### config.mk
export PLATFORM = sky130hd
export DESIGN_NAME = sid_mix_sched
export DESIGN_NICKNAME = d
export VERILOG_FILES = /design/src/rtl/sid_pkg.sv /design/src/rtl/sid_shared_mul.sv /design/src/rtl/sid_mix_sched.sv
export SDC_FILE = /design/constraint.sdc
export NUM_CORES = 1
export LEC_CHECK = 0
export CAP_MARGIN = 20
export CORE_ASPECT_RATIO = 0.6
export CORE_MARGIN = 2
export CORE_UTILIZATION = 50
export DETAILED_ROUTE_END_ITERATION = 8
export PLACE_DENSITY = 0.71
export RECOVER_POWER = 100
export SLEW_MARGIN = 20
export SYNTH_ARGS = -nofsm -noshare
export SYNTH_HDL_FRONTEND = slang
export SYNTH_HIERARCHICAL = 1
export SYNTH_SLANG_ARGS = --single-unit
### constraint.sdc
create_clock -name CLK -period 8.7 [get_ports CLK]
set_clock_uncertainty 0.1 [all_clocks]
set_input_delay 2.61 -clock CLK [delete_from_list [all_inputs] [get_ports CLK]]
set_output_delay 2.61 -clock CLK [all_outputs]
set_load 0.02 [all_outputs]
### src/rtl/sid_pkg.sv
// rtl/sid_pkg.sv - shared widths, slot state codes and helpers for the SID output mixer
package sid_pkg;

    localparam int VOICE_W = 12;
    localparam int ENV_W   = 8;
    localparam int OUT_W   = 16;
    localparam int ACC_W   = 18;
    localparam int PROD_W  = 25;

    // Product windows: voice x env keeps [20:5], sum x volume keeps [19:4]
    localparam int MIX_HI = 20;
    localparam int MIX_LO = 5;
    localparam int VSC_HI = 19;
    localparam int VSC_LO = 4;

    localparam logic [4:0] SID_VOL_ADDR = 5'h18;

    localparam logic [2:0] ST_IDLE = 3'd0;
    localparam logic [2:0] ST_V0   = 3'd1;
    localparam logic [2:0] ST_V1   = 3'd2;
    localparam logic [2:0] ST_V2   = 3'd3;
    localparam logic [2:0] ST_VOL  = 3'd4;

    // Offset-binary waveform to two's complement, sign-extended to the multiplier width
    function automatic logic signed [OUT_W-1:0] voice_to_signed(input logic [VOICE_W-1:0] v);
        return {{(OUT_W-VOICE_W+1){~v[VOICE_W-1]}}, v[VOICE_W-2:0]};
    endfunction

endpackage

### src/rtl/sid_shared_mul.sv
// rtl/sid_shared_mul.sv - single 16x9 signed multiplier shared by all mixer slots
module sid_shared_mul
    import sid_pkg::*;
(
    input  logic signed [OUT_W-1:0]  a,
    input  logic signed [8:0]        b,
    output logic signed [PROD_W-1:0] p
);

    assign p = a * b;

endmodule

### src/rtl/sid_mix_sched.sv
// rtl/sid_mix_sched.sv - four-slot time-multiplexed voice mixer with master volume scale
module sid_mix_sched
    import sid_pkg::*;
#(
    parameter bit         SATURATE  = 1'b1,
    parameter logic [3:0] VOL_RESET = 4'hF,
    parameter logic [4:0] VOL_ADDR  = SID_VOL_ADDR
) (
    input  logic              CLK,
    input  logic              RESETn,
    input  logic              CLKen,
    input  logic              WR,
    input  logic [4:0]        ADDR,
    input  logic [7:0]        DATA,
    input  logic [11:0]       VOICE0,
    input  logic [11:0]       VOICE1,
    input  logic [11:0]       VOICE2,
    input  logic [7:0]        ENV0,
    input  logic [7:0]        ENV1,
    input  logic [7:0]        ENV2,
    output logic [15:0]       OUTPUT,
    output logic              VALID,
    output logic              BUSY,
    output logic              OVERRUN
);

    logic [2:0]               state;
    logic                     pending;
    logic [3:0]               vol;
    logic signed [ACC_W-1:0]  acc;
    logic signed [OUT_W-1:0]  v0, v1, v2;
    logic [ENV_W-1:0]         e0, e1, e2;

    logic signed [OUT_W-1:0]  mul_a;
    logic signed [8:0]        mul_b;
    logic signed [PROD_W-1:0] prod;
    logic signed [ACC_W-1:0]  mix_term;
    logic signed [OUT_W-1:0]  mix_val;
    logic                     start;
    logic                     unused_bits;

    assign BUSY = (state != ST_IDLE);

    // A new sample is latched from IDLE, or chained straight out of the volume slot
    assign start = ((state == ST_IDLE) && CLKen) || ((state == ST_VOL) && (pending || CLKen));

    assign mix_term = {{(ACC_W-OUT_W){prod[MIX_HI]}}, prod[MIX_HI:MIX_LO]};

    always_comb begin
        mix_val = acc[OUT_W-1:0];
        if (SATURATE) begin
            if (acc > 18'sd32767) begin
                mix_val = 16'sh7FFF;
            end else if (acc < -18'sd32768) begin
                mix_val = 16'sh8000;
            end
        end
    end

    always_comb begin
        mul_a = '0;
        mul_b = '0;
        case (state)
            ST_V0:   begin mul_a = v0;      mul_b = {1'b0, e0};   end
            ST_V1:   begin mul_a = v1;      mul_b = {1'b0, e1};   end
            ST_V2:   begin mul_a = v2;      mul_b = {1'b0, e2};   end
            ST_VOL:  begin mul_a = mix_val; mul_b = {5'b0, vol};  end
            default: begin mul_a = '0;      mul_b = '0;           end
        endcase
    end

    sid_shared_mul u_mul (
        .a (mul_a),
        .b (mul_b),
        .p (prod)
    );

    always_ff @(posedge CLK or negedge RESETn) begin
        if (!RESETn) begin
            state   <= ST_IDLE;
            pending <= 1'b0;
            vol     <= VOL_RESET;
            acc     <= '0;
            v0      <= '0;
            v1      <= '0;
            v2      <= '0;
            e0      <= '0;
            e1      <= '0;
            e2      <= '0;
            OUTPUT  <= '0;
            VALID   <= 1'b0;
            OVERRUN <= 1'b0;
        end else begin
            VALID <= 1'b0;
            if (WR && (ADDR == VOL_ADDR)) begin
                vol <= DATA[3:0];
            end
            case (state)
                ST_IDLE: begin
                    if (CLKen) begin
                        state <= ST_V0;
                    end
                end
                ST_V0, ST_V1, ST_V2: begin
                    acc <= acc + mix_term;
                    if (CLKen) begin
                        if (pending) begin
                            OVERRUN <= 1'b1;
                        end else begin
                            pending <= 1'b1;
                        end
                    end
                    if (state == ST_V0) begin
                        state <= ST_V1;
                    end else if (state == ST_V1) begin
                        state <= ST_V2;
                    end else begin
                        state <= ST_VOL;
                    end
                end
                ST_VOL: begin
                    OUTPUT  <= prod[VSC_HI:VSC_LO];
                    VALID   <= 1'b1;
                    pending <= 1'b0;
                    state   <= start ? ST_V0 : ST_IDLE;
                end
                default: state <= ST_IDLE;
            endcase
            if (start) begin
                acc <= '0;
                v0  <= voice_to_signed(VOICE0);
                v1  <= voice_to_signed(VOICE1);
                v2  <= voice_to_signed(VOICE2);
                e0  <= ENV0;
                e1  <= ENV1;
                e2  <= ENV2;
            end
        end
    end

    assign unused_bits = ^{prod[PROD_W-1:MIX_HI+1], prod[VSC_LO-1:0], DATA[7:4]};

endmodule

==> reports/results.txt, run 1 <==
Initial standard-cell utilization of the core - 50.8%
Achievable frequency - 121 MHz
Fraction of final layout cells with drive strength greater than 1 - 8.37%
Violated checks - capacitance limit, slew limit
Count of cells along the worst hold path - 2
Die footprint - 0.0204 mm^2
Drt wl/cell - 16.5 um
Number of slew-limit violations in the final report - 221
Layout Area Growth over Synthesis - 15.5%
Critical path startpoint category - register
Design area - 0.0111 mm^2
Slew at the pin closest to its max-slew limit - 3.17 ns
FF-to-FF path depth - 28
Final design utilization - 58.7%
Worst setup endpoint - acc[17]
Synthesized instance count - 1045
Outcome - finished, violations left
Fillers - 1676
Final Cycle Share - 95.4%
Antenna violations before repair - 0
Number of maximum-capacitance constraint violations - 4
Number of global-route vias before repair - 7803
Register-to-register setup slack - 0.40 ns
## run 1: metal layers
| layer | up-vias | track usage [%] |
|---|---|---|
| li1 | 3545 | - |
| met1 | 3687 | 36.0 |
| met2 | 246 | 36.9 |
| met3 | 21 | 5.14 |
| met4 | 0 | 3.89 |
| met5 | - | 0 |
## run 1: registers in the layout, summed over array words and instances (netlist names), 8 cells and up
register	cells
acc	18
OUTPUT	16
v0	12
v1	12
v2	12
e0	8
e1	8
e2	8
## run 1: critical path: cells and delay by family (launching register included)
kind / cells / cell delay, ns
AND-OR/OR-AND: 8 / 2.41
XOR/XNOR: 1 / 0.19
adder cells (fa/ha/maj): 8 / 3.05
buffers and inverters: 3 / 0.12
flip-flops: 1 / 0.51
multiplexers: 1 / 0.19
AND/OR/NAND/NOR: 7 / 1.65
## run 1: layout make-up
class | instances | area (um^2) | share of cell area, %
inverters | 85 | 319 | 2.86
clock buffers | 9 | 225 | 2.02
multi-input cells | 814 | 6520 | 58.5
repair buffers | 117 | 1090 | 9.80
clock inverters | 6 | 67.6 | 0.606
flip-flops and latches | 104 | 2610 | 23.4
well taps | 246 | 308 | 2.76
## run 1: cell usage in the layout (no fill, tap or decap), drive strengths merged, types with 4 or more instances in the layout
master and n:
clkbuf 12, a211oi 4, dfrtp 100, a2111oi 4, nor3 4, conb 6, nor2 35, mux2i 6
xnor2 14, buf 24, ha 62, o22ai 16, a22oi 20, nand2 265, inv 87, xor2 11
and2 67, mux2 36, nand3 25, a21o 5, nand2b 6, o21ai 38, dlygate4sd3 21, a21oi 26
fa 108, clkdlybuf4s50 69, dfstp 4, nor2b 20
Figure 1. M1 wires (run 1).
Supply wires on this layer in gray.
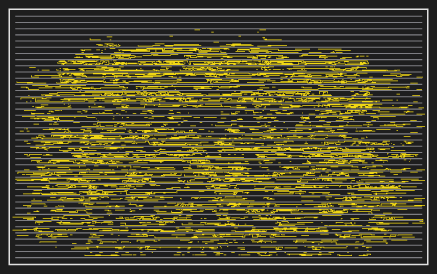
The wires run mostly horizontal. 1242 nets have wire on it. The layer holds 48% of the routed length. The longest straight run is 49.2 um.
count of vias placed by the detailed router: 7499
wirelength, routed: 22900 um
met1 Track Usage GR: 36.0%

Figure 2. Clock nets (run 1).
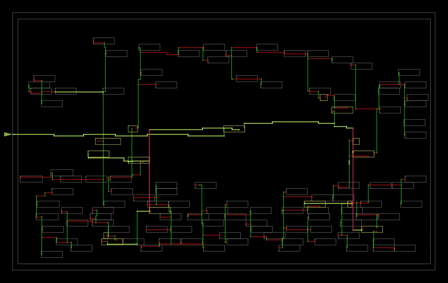
number of clock buffers in the layout: 9
final sequential cell count: 104
clock sink total: 104

Figure 3. Layout detail (run 1).
Scale bar: 10 um. Region (77, 41) to (107, 71) um. Cells in gray, sequential cells in the stronger gray; small squares are vias.
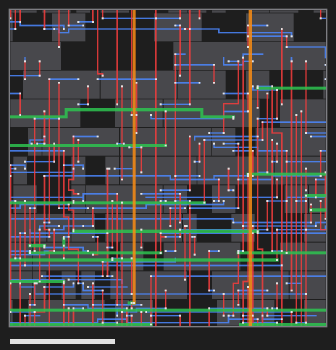
Blue is met1. Green is met3. Red is met2. Orange is met4.
55 logic cells have their middle in the window. Sequential cells in the window: 0. Most frequent: fa_1 (21), and2_1 (12), nand2_1 (6).

Figure 4. The metal 4 layer (run 1).
Supply wires on this layer in gray.
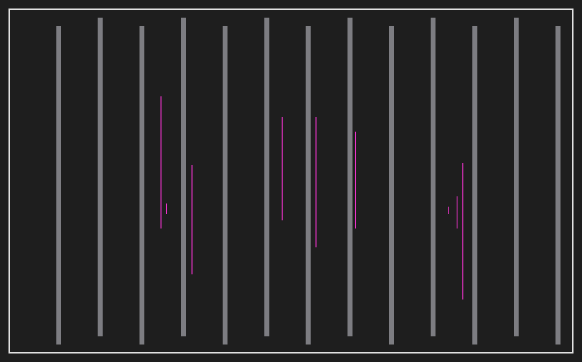
8 nets have wire on it. The longest straight run is 44.2 um. The layer holds 1.1% of the routed length.

Figure 5. Routed metal, one color a layer (run 1).
Two of the layers only.
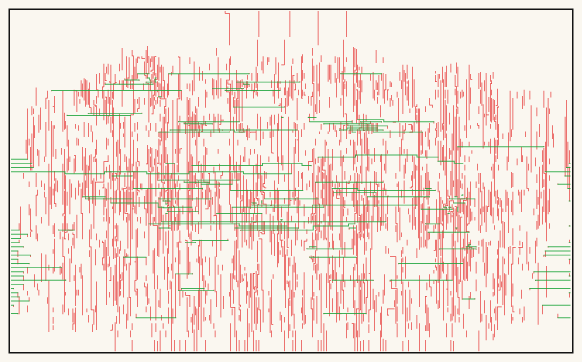

## Run 2: what changed since run 1
- CORE_UTILIZATION: 50 -> 60
- PLACE_DENSITY: 0.71 -> 0.83
Figure 6. Routed metal, one color a layer (run 2).
Two of the layers only.
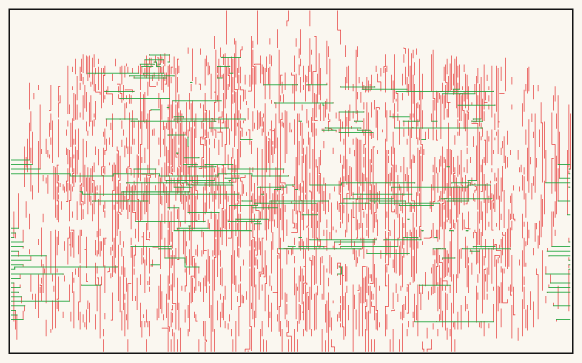
Red is met2, wire length 10300 um. Green is met3, wire length 1440 um.
drt wl/cell: 16.9 um
wirelength, routed: 22600 um
overall fraction of global-route tracks in use: 29.0%
count of vias placed by the detailed router: 7576

Figure 7. The metal 4 layer (run 2).
Supply wires on this layer in gray.
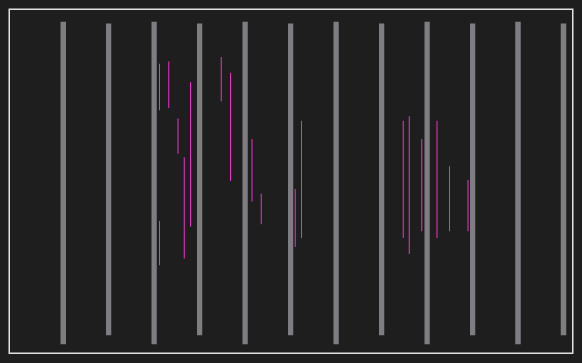
The layer carries 418 um of wire. The wires run mostly vertical.

Figure 8. M1 wires (run 2).
Supply wires on this layer in gray.
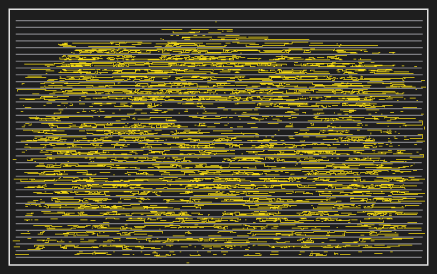
1227 nets have wire on it. The wires run mostly horizontal. The layer holds 46% of the routed length. The layer carries 10400 um of wire. The longest straight run is 49.7 um.
met1 Track Usage GR: 40.5%

==> reports/results.txt, run 2 <==
Fillers - 1184
Most frequent cells in the layout - sky130_fd_sc_hd__nand2_1 (265), sky130_fd_sc_hd__fa_1 (108), sky130_fd_sc_hd__dfrtp_1 (100)
Largest reg by FF count - acc
Horizontal die dimension - 168 um
Number of global-route vias before repair - 8053
Largest net degree at the start of global routing - 64
Setup_tns - 0 ns
Critical path startpoint category - register
Final Cycle Share - 95.7%
Syn_area_per_cell - 9.23 um^2
Multi-input gate area - 0.00654 mm^2
Storage cell area - 0.00261 mm^2
Number of maximum-capacitance constraint violations - 3
Achievable frequency - 120 MHz
Resized cells post-CTS - 0
Violated checks - capacitance limit, slew limit
Count of buffer and inverter cells on the critical path - 4
Leading registers by flop count - acc x18, OUTPUT x16
Source of the worst hold timing path - e0[5]
Clock sink total - 104
Clock tree from TritonCTS - yes
Initial standard-cell utilization of the core - 62.0%
Outcome - finished, violations left
Layout Area Growth over Synthesis - 15.0%
Die footprint - 0.0171 mm^2
Number of slew-limit violations in the final report - 171
Reg2reg start - state[1]
Crit-path leading delay family - adder cells
Worst-path cell with the longest stage delay - sky130_fd_sc_hd__fa_1
Synthesized instance count - 1045
Fraction of final layout cells with drive strength greater than 1 - 8.47%
Synthesized area - 0.00964 mm^2
Slew at the pin closest to its max-slew limit - 3.05 ns
Antenna violations before repair - 0
Top logic cell by instance count in the layout - sky130_fd_sc_hd__nand2_1
Max reg flops - 18
Endpoints failing hold - 0
-- run 2: final cells by class --
| class | count | share of cell area [%] |
|---|---|---|
| multi-input cells | 814 | 59.0 |
| flip-flops and latches | 104 | 23.5 |
| clock inverters | 6 | 0.564 |
| well taps | 203 | 2.29 |
| inverters | 85 | 2.88 |
| repair buffers | 115 | 9.68 |
| clock buffers | 10 | 2.07 |
-- run 2: path summary, 6_finish.rpt --
check / endpoint / slack, ns / cells after the start
worst min-delay path: e0[5] / 0.37 / 2
worst min register to register: e0[5] / 0.37 / 2
worst max register to register: acc[17] / 0.37 / 28
min in group asynchronous: v0[4] / 2.99 / 1
worst max-delay path: acc[17] / 0.37 / 28
max in group asynchronous: v0[1] / 1.59 / 2
-- run 2: metal layers --
layer,vias to the layer above,global-route usage (%),share of wire [%]
met4,0,7.29,1.9
met5,-,0,0
met2,300,48.3,46
met1,3700,40.5,46
met3,38,4.88,6.4
li1,3538,-,-
-- run 2: through the flow --
step | hold WS, ns | setup slack (ns) | cell area [um^2] | util [%] | cells
CTS | 0.378 | 0.396 | 11100 | 71.5 | 1337
finish | 0.370 | 0.373 | 11100 | 71.3 | 1337
detailed placement | 0.359 | 0.472 | 10800 | 69.6 | 1321
global route | 0.402 | 0.0129 | 11100 | 71.3 | 1337
floorplan | 0.340 | 1.22 | 9660 | - | 1050
global placement | 0.355 | 0.657 | 10800 | 69.6 | 1321
-- run 2: worst min-delay path: cells and delay by family, from the launching register on --
family / cells / cell delay (ns)
flip-flops: 1 / 0.34
AND/OR/NAND/NOR: 2 / 0.10
Figure 9. Layout detail (run 2).
Scale bar: 10 um. Region (69, 36) to (99, 66) um. Cells in gray, sequential cells in the stronger gray; small squares are vias.
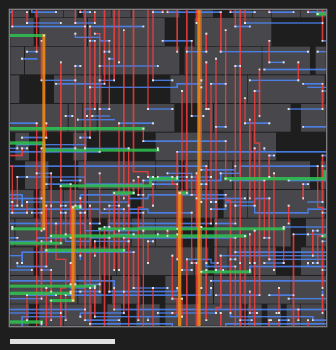

## Run 3: what changed since run 2
- CORE_UTILIZATION: 60 -> 64
- PLACE_DENSITY: 0.83 -> 0.88
- clock period: 8.7 -> 9.85 ns (I/O delays scaled with it)
Figure 10. Layout detail (run 3).
Scale bar: 10 um. Region (66, 35) to (96, 65) um. Cells in gray, sequential cells in the stronger gray; small squares are vias.
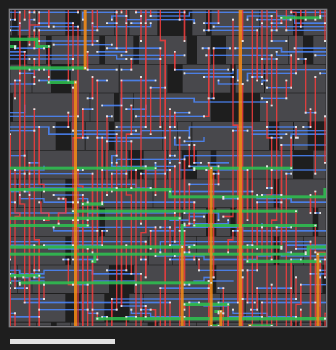
Green is met3. Orange is met4. Blue is met1. Red is met2.
Most frequent: fa_1 (21), and2_1 (11), nand2_1 (10). 75 logic cells have their middle in the window. Sequential cells in the window: 0.

Figure 11. M1 wires (run 3).
Supply wires on this layer in gray.
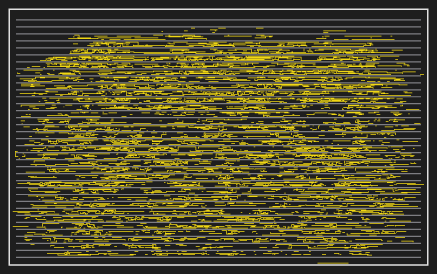
The wires run mostly horizontal. The layer carries 10100 um of wire. 1229 nets have wire on it. The longest straight run is 42.8 um. The layer holds 42% of the routed length.
wirelength, routed: 23800 um
count of vias placed by the detailed router: 7856
met1 Track Usage GR: 44.0%

==> reports/results.txt, run 3 <==
Outcome - finished, violations left
Violated checks - capacitance limit, slew limit
Largest reg by FF count - acc
Die footprint - 0.0161 mm^2
Placed standard-cell area - 0.0108 mm^2
Clock sink total - 104
Setup_tns - 0 ns
Setup Slack @ Placement - 1.28 ns
Placed cell count - 1313
Endpoint required time on the critical path - 10.03 ns
Initial standard-cell utilization of the core - 66.1%
Antenna violations before repair - 0
Fraction of final layout cells with drive strength greater than 1 - 7.78%
Clock tree from TritonCTS - yes
DRT antenna net count - 0
Max transition margin - -117%
Worst setup endpoint - acc[17]
Crit path setup slack, layout - 0.698 ns
Number of maximum-capacitance constraint violations - 3
Capture point of the worst reg-to-reg path - acc[17]
Slew at the pin closest to its max-slew limit - 3.26 ns
Horizontal die dimension - 162 um
Height of the die - 99.1 um
Syn_area_per_cell - 9.23 um^2
Ant diodes - 0
Worst-path cell with the longest stage delay - sky130_fd_sc_hd__o22ai_1
Endpoints failing hold - 0
Fillers - 994
FF-to-FF path depth - 28
Resized cells post-CTS - 0
Synthesized instance count - 1045
Synthesized area - 0.00964 mm^2
Layout Area Growth over Synthesis - 14.4%
Critical path startpoint category - register
Number of slew-limit violations in the final report - 171
CP Launch Point - state[0]
Register-to-register setup slack - 0.70 ns
Final design utilization - 75.6%
Leading registers by flop count - acc x18, OUTPUT x16
Most frequent cells in the layout - sky130_fd_sc_hd__nand2_1 (265), sky130_fd_sc_hd__fa_1 (108), sky130_fd_sc_hd__dfrtp_1 (100)
Reg2reg start - state[0]
Design area - 0.0110 mm^2
Top logic cell by instance count in the layout - sky130_fd_sc_hd__nand2_1
Detailed placement HPWL - 17900 um
Figure 12. Routed metal, one color a layer (run 3).
Two of the layers only.
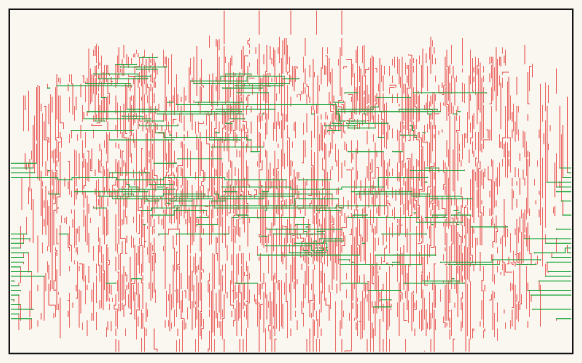
Green is met3, wire length 1960 um. Red is met2, wire length 11200 um.
overall fraction of global-route tracks in use: 31.8%
drt wl/cell: 17.9 um

## run 3: worst min path at each step
stage / start / endpoint / slack (ns) / cells after the start
floorplan: e2[4] / e2[4] / 0.34 / 2
global placement: v2[4] / v2[4] / 0.35 / 2
detailed placement: v0[1] / v0[1] / 0.36 / 2
CTS: v0[1] / v0[1] / 0.38 / 2
global route: e1[6] / e1[6] / 0.39 / 2
finish: v0[5] / v0[5] / 0.38 / 2
## run 3: area by class of cell
cell class                      count  area [um^2]  share of cell area [%]
Timing Repair Buffer              112         1050                    9.56
Multi-Input combinational cell    814         6510                    59.0
Tap cell                          198          248                    2.25
Clock buffer                       10          229                    2.08
Clock inverter                      6         62.6                   0.567
Inverter                           85          319                    2.89
Sequential cell                   104         2610                    23.6
## run 3: metal layers
layer  vias to the layer above  routed length (um)  global-route usage, %
li1                       3534                   -                      -
met1                      3901               10100                   44.0
met2                       362               11200                   52.0
met3                        59                1960                   6.23
met4                         0                 599                   9.05
met5                         -                   0                      0
## run 3: worst max-delay path: cells and delay by family, from the launching register on
family | cells | cell delay [ns]
adders and majority gates | 7 | 3.05
AOI/OAI and AO/OA | 5 | 2.20
and+or+nand+nor | 10 | 2.36
buffers and inverters | 4 | 0.46
xor gates and xnor gates | 1 | 0.28
DFF | 1 | 0.39
muxes | 1 | 0.19
